Fig. 1: power grid
Pins as bars on the die edge.
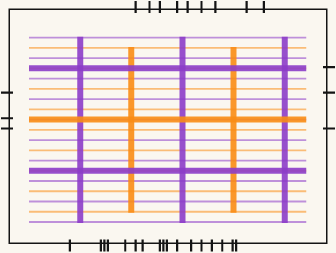
Fig. 2: cells colored by class
Bar = 20 um.
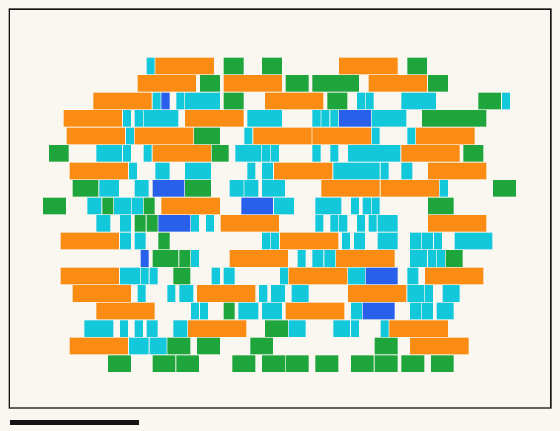
**config.mk**
```make
export PLATFORM = sky130hd
export DESIGN_NAME = digit_serial_addsub
export DESIGN_NICKNAME = d
export VERILOG_FILES = /design/src/rtl/addsub_pkg.sv /design/src/rtl/digit_addsub.sv /design/src/rtl/digit_serial_addsub.sv
export SDC_FILE = /design/constraint.sdc
export NUM_CORES = 1
export LEC_CHECK = 0
export CAP_MARGIN = 20
export CORE_ASPECT_RATIO = 0.7
export CORE_MARGIN = 5
export CORE_UTILIZATION = 46
export CTS_CLUSTER_DIAMETER = 200
export DETAILED_ROUTE_END_ITERATION = 10
export GPL_TIMING_DRIVEN = 0
export PLACE_DENSITY = 0.7
export SETUP_SLACK_MARGIN = 0.1
export SLEW_MARGIN = 25
export SYNTH_ARGS = -nofsm -noshare
export SYNTH_HDL_FRONTEND = slang
export SYNTH_HIERARCHICAL = 1
export SYNTH_SLANG_ARGS = --single-unit
```
**constraint.sdc**
```tcl
create_clock -name clk -period 2.06 [get_ports clk]
set_input_delay 0.412 -clock clk [delete_from_list [all_inputs] [get_ports clk]]
set_output_delay 0.412 -clock clk [all_outputs]
set_load 0.1 [all_outputs]
```
**src/rtl/addsub_pkg.sv**
```systemverilog
// Shared types for the digit-serial add/subtract unit.
// FSM states and mode encodings.
package addsub_pkg;

  typedef enum logic [1:0] {
    IDLE = 2'd0,
    RUN  = 2'd1,
    DONE = 2'd2
  } state_t;

  localparam logic MODE_SUB = 1'b0;
  localparam logic MODE_ADD = 1'b1;

endpackage

```
**src/rtl/digit_addsub.sv**
```systemverilog
// One-digit combinational adder slice.
// Operand inversion for subtract is handled by the caller.
module digit_addsub #(
  parameter int D = 2
) (
  input  logic [D-1:0] a,
  input  logic [D-1:0] b,
  input  logic         cin,
  output logic [D-1:0] sum,
  output logic         cout
);

  logic [D:0] w_tot;

  // Full-width digit sum including incoming carry
  always_comb begin
    w_tot = {1'b0, a} + {1'b0, b} + {{D{1'b0}}, cin};
  end

  assign sum  = w_tot[D-1:0];
  assign cout = w_tot[D];

endmodule

```
**src/rtl/digit_serial_addsub.sv**
```systemverilog
// Digit-serial A+B / A-B over N/D cycles with a registered carry.
// Result and overflow are published once, when the last digit retires.
module digit_serial_addsub #(
  parameter int N = 8,
  parameter int D = 2
) (
  input  logic         clk,
  input  logic         rst,
  input  logic         start,
  input  logic         mode,
  input  logic [N-1:0] A,
  input  logic [N-1:0] B,
  output logic         busy,
  output logic         done,
  output logic [N:0]   S,
  output logic         ovf
);

  import addsub_pkg::*;

  localparam int NDIG = N / D;
  localparam int CW   = (NDIG > 1) ? $clog2(NDIG) : 1;

  state_t         r_state;
  state_t         w_next;
  logic [N-1:0]   r_a_sh;
  logic [N-1:0]   r_b_sh;
  logic [N-1:0]   r_acc;
  logic           r_mode;
  logic           r_carry;
  logic           r_a_msb;
  logic           r_b_msb;
  logic [CW-1:0]  r_cnt;
  logic [N:0]     r_s;
  logic           r_ovf;

  logic [D-1:0]   w_bd;
  logic [D-1:0]   w_sum;
  logic           w_cout;
  logic [N-1:0]   w_acc_nx;
  logic           w_last;
  logic           w_accept;
  logic           w_s_msb;
  logic           w_ovf;

  assign w_bd = (r_mode == MODE_ADD) ? r_b_sh[D-1:0]
                                     : ~r_b_sh[D-1:0];

  digit_addsub #(.D(D)) u_dig (
    .a    (r_a_sh[D-1:0]),
    .b    (w_bd),
    .cin  (r_carry),
    .sum  (w_sum),
    .cout (w_cout)
  );

  generate
    if (NDIG == 1) begin : g_one
      assign w_acc_nx = w_sum;
    end else begin : g_multi
      assign w_acc_nx = {w_sum, r_acc[N-1:D]};
    end
  endgenerate

  assign w_last   = (r_cnt == CW'(NDIG - 1));
  assign w_accept = start &&
                    ((r_state == IDLE) || (r_state == DONE));
  assign w_s_msb  = (r_mode == MODE_ADD) ? w_cout : ~w_cout;

  // Overflow: operand signs agree (add) or differ (sub) and result sign flips
  always_comb begin
    w_ovf = 1'b0;
    if (r_mode == MODE_ADD)
      w_ovf = (r_a_msb == r_b_msb) && (w_acc_nx[N-1] != r_a_msb);
    else
      w_ovf = (r_a_msb != r_b_msb) && (w_acc_nx[N-1] != r_a_msb);
  end

  // State register
  always_ff @(posedge clk or posedge rst) begin
    if (rst) r_state <= IDLE;
    else     r_state <= w_next;
  end

  // Next-state logic
  always_comb begin
    w_next = r_state;
    unique case (r_state)
      IDLE:    if (start) w_next = RUN;
      RUN:     if (w_last) w_next = DONE;
      DONE:    w_next = start ? RUN : IDLE;
      default: w_next = IDLE;
    endcase
  end

  // Operand shifting, digit accumulation and result publication
  always_ff @(posedge clk or posedge rst) begin
    if (rst) begin
      r_a_sh  <= '0;
      r_b_sh  <= '0;
      r_acc   <= '0;
      r_mode  <= 1'b0;
      r_carry <= 1'b0;
      r_a_msb <= 1'b0;
      r_b_msb <= 1'b0;
      r_cnt   <= '0;
      r_s     <= '0;
      r_ovf   <= 1'b0;
    end else if (w_accept) begin
      r_a_sh  <= A;
      r_b_sh  <= B;
      r_mode  <= mode;
      r_carry <= ~mode;
      r_a_msb <= A[N-1];
      r_b_msb <= B[N-1];
      r_cnt   <= '0;
    end else if (r_state == RUN) begin
      r_a_sh  <= r_a_sh >> D;
      r_b_sh  <= r_b_sh >> D;
      r_acc   <= w_acc_nx;
      r_carry <= w_cout;
      r_cnt   <= r_cnt + 1'b1;
      if (w_last) begin
        r_s   <= {w_s_msb, w_acc_nx};
        r_ovf <= w_ovf;
      end
    end
  end

  assign busy = (r_state == RUN);
  assign done = (r_state == DONE);
  assign S    = r_s;
  assign ovf  = r_ovf;

endmodule

```
==> changes_impl.md <==
### Physical design

- Top routing layer in use: met4
- Pin count of the biggest net entering global routing: 26
- Seq/Total Area, Yosys: 56.9%
- XOR Share, Synth: ~2.0%
- OpenROAD warning count: 28
- CP max stage delay: 0.52 ns
- Yosys cell count: ~170
- Most frequent cells after synthesis: nand2_1, dfrtp_1, inv_1, nand3_1, a22oi_1
- CTS max path bufs: 2
- Adder share: 2.99%
- MI comb cells: 104
- Post-layout min period: 2.04 ns
- Top cells by area: dfrtp_1, nand2_1, mux2_4
- Area leader, netlist: dfrtp_1
- Top cell area share: between 50% and 60%
- Layout cell share with drive strength beyond 1: 18.7%
- Worst R2R End: r_acc[7]$_DFFE_PP0P_
- Warnings, synthesis: 6
- Dpl cells: 248
- GP Congestion: approximately 0.85
- DR WL met3: 146 um
- Final wirelength: between 3 and 4 mm
- Fin crit share: 99.0%
- First-pass GRT wire length: 5.99 mm
- Crit path to: r_acc[7]$_DFFE_PP0P_
- Crit. End Element: register
- Critical Path, Cell by Cell: buf_6 > xnor2_2 > inv_1 > fa_2 > fa_1 > inv_2 > buf_4 > buf_6 > nand2_2 > nand2_1
- Number of diodes: 0
- Global routing usage on met3: 3.56%
- Worst Tran Pin Value: 0.960 ns
- RSZ-0062 raised after global routing: yes
- DR pass1 iterations: 4
- Clk Latency, worst-skew pair: 0.28 ns
- Initial antenna violation count: 0
- Global routing usage on met2: 24.2%
- Total global-route track usage: 15.1%
- Unique masters post-synth: 27
- Largest cell class: flip-flops and latches
- Reg2reg setup slack: 0.02 ns
- Slew HR: 36.2%
- Setup ws final: 0.0202 ns
- Routed vias: about 1300
- Crit-path leading delay family: adder cells
- Worst-case clock skew: approximately 0.0016 ns
- Drt wl/cell: 14.2 um
- PostCTS Resize Cnt: 23
- # DRC: 0
- Register bit count reported by yosys: 40
- Vias in the first global route: 1286
- Worst path most repeated cell: buf_6
- Worst hold path type: input pin to asynchronous set/reset pin
- Chip height: 61.7 um
- Initial Util: 48.8%
- Pins Over Slew Limit: 0
- CTS tree: yes
- Logic area: roughly 660 um^2
- Most frequent logic cell in the layout: nand2_1
- CP arrival: ~2.2 ns
- Worst EP required: 2.23 ns
- Mapped Area: ~1800 um^2
- Place WS: -0.429 ns
- WL met2: ~1.7 mm
- Mapped Cells: 166
- Remaining antenna violation count: 0
- Setup crit start: r_mode$_DFFE_PP0P_
- Fmax: 490 MHz
- Synth mux share: 6.76%
- Storage cell area: 1000 um^2
- Nonclk inv count: 11
- Wl on met1: ~1.8 mm
- Post-synth net total: 189
- N_taps: 50
- Instance count on the critical path: 10
- Total grt overflow: 0
- Ys async rst share: 100%
- Design area: between 2000 and 2500 um^2
- Logic share of the area: 28.8%
- H-tree depth: 2
- Die width: approximately 84 um
- Main logic family after synthesis: simple AND/OR/NAND/NOR gates
- Setup TNS Final: 0 ns
- R2R depth: 10
- DP Area: roughly 2200 um^2
- Synthesis-to-finish area growth: 30.6%
- Fin. Hold Viols: 0
- YS chip area: 1760 um^2
- Hold_buf cts: 0
- Most numerous cell in the Yosys netlist: nand2_1
- Fin cells: 259
- Final nets: 231
- Num CTS Buffers: 5
- Number of DRC markers in iteration 0: a little over 90
- Crit path launch type: register
- I/O pins: 32
- Worst-path clk slew: 0.07 ns
- Non-clock buffer share: 19.2%
- Final clock-cell share: under 10%
- Status: finished, final reports clean
- Fillcell total: slightly below 300
- Layer with the highest usage: met2
- EDFF count, synth: 0
- Most used flip-flop cell: dfrtp_1
- Grt met1 use: around 21%
- Sink Count: 40
- Post CTS Setup Buffer Count: 2
- Aoi share: 8.97%
- Worst reg2reg startpoint: r_mode$_DFFE_PP0P_
- Max reg flops: 9
- Hold Slack: 0.424 ns
- Mean post-synth cell area: approximately 11 um^2
- Final setup violation count: 0
- Number of port buffers: 31
- Most frequent cells in the layout: nand2_1, dfrtp_1, clkdlybuf4s50_1, nand3_1
- Crit-path slowest cell: fa_1
Notes on Fig. 1 above:
VDD -> orange
VSS -> purple
met4 straps = 5
rows = 18
met1 rails = 19

Notes on Fig. 2 above:
all other logic -> cyan  # cells 115, share of their area 31%
flip-flops -> orange  # cells 40, share of their area 45%
clock drivers and dummy loads -> blue  # cells 8, share of their area 4.0%
other buffers and delay cells -> green  # cells 46, share of their area 20%
sequential cell area share: 43.6%
std cell rows: 18
Final Util: 63.7%
core area: 3600 um^2

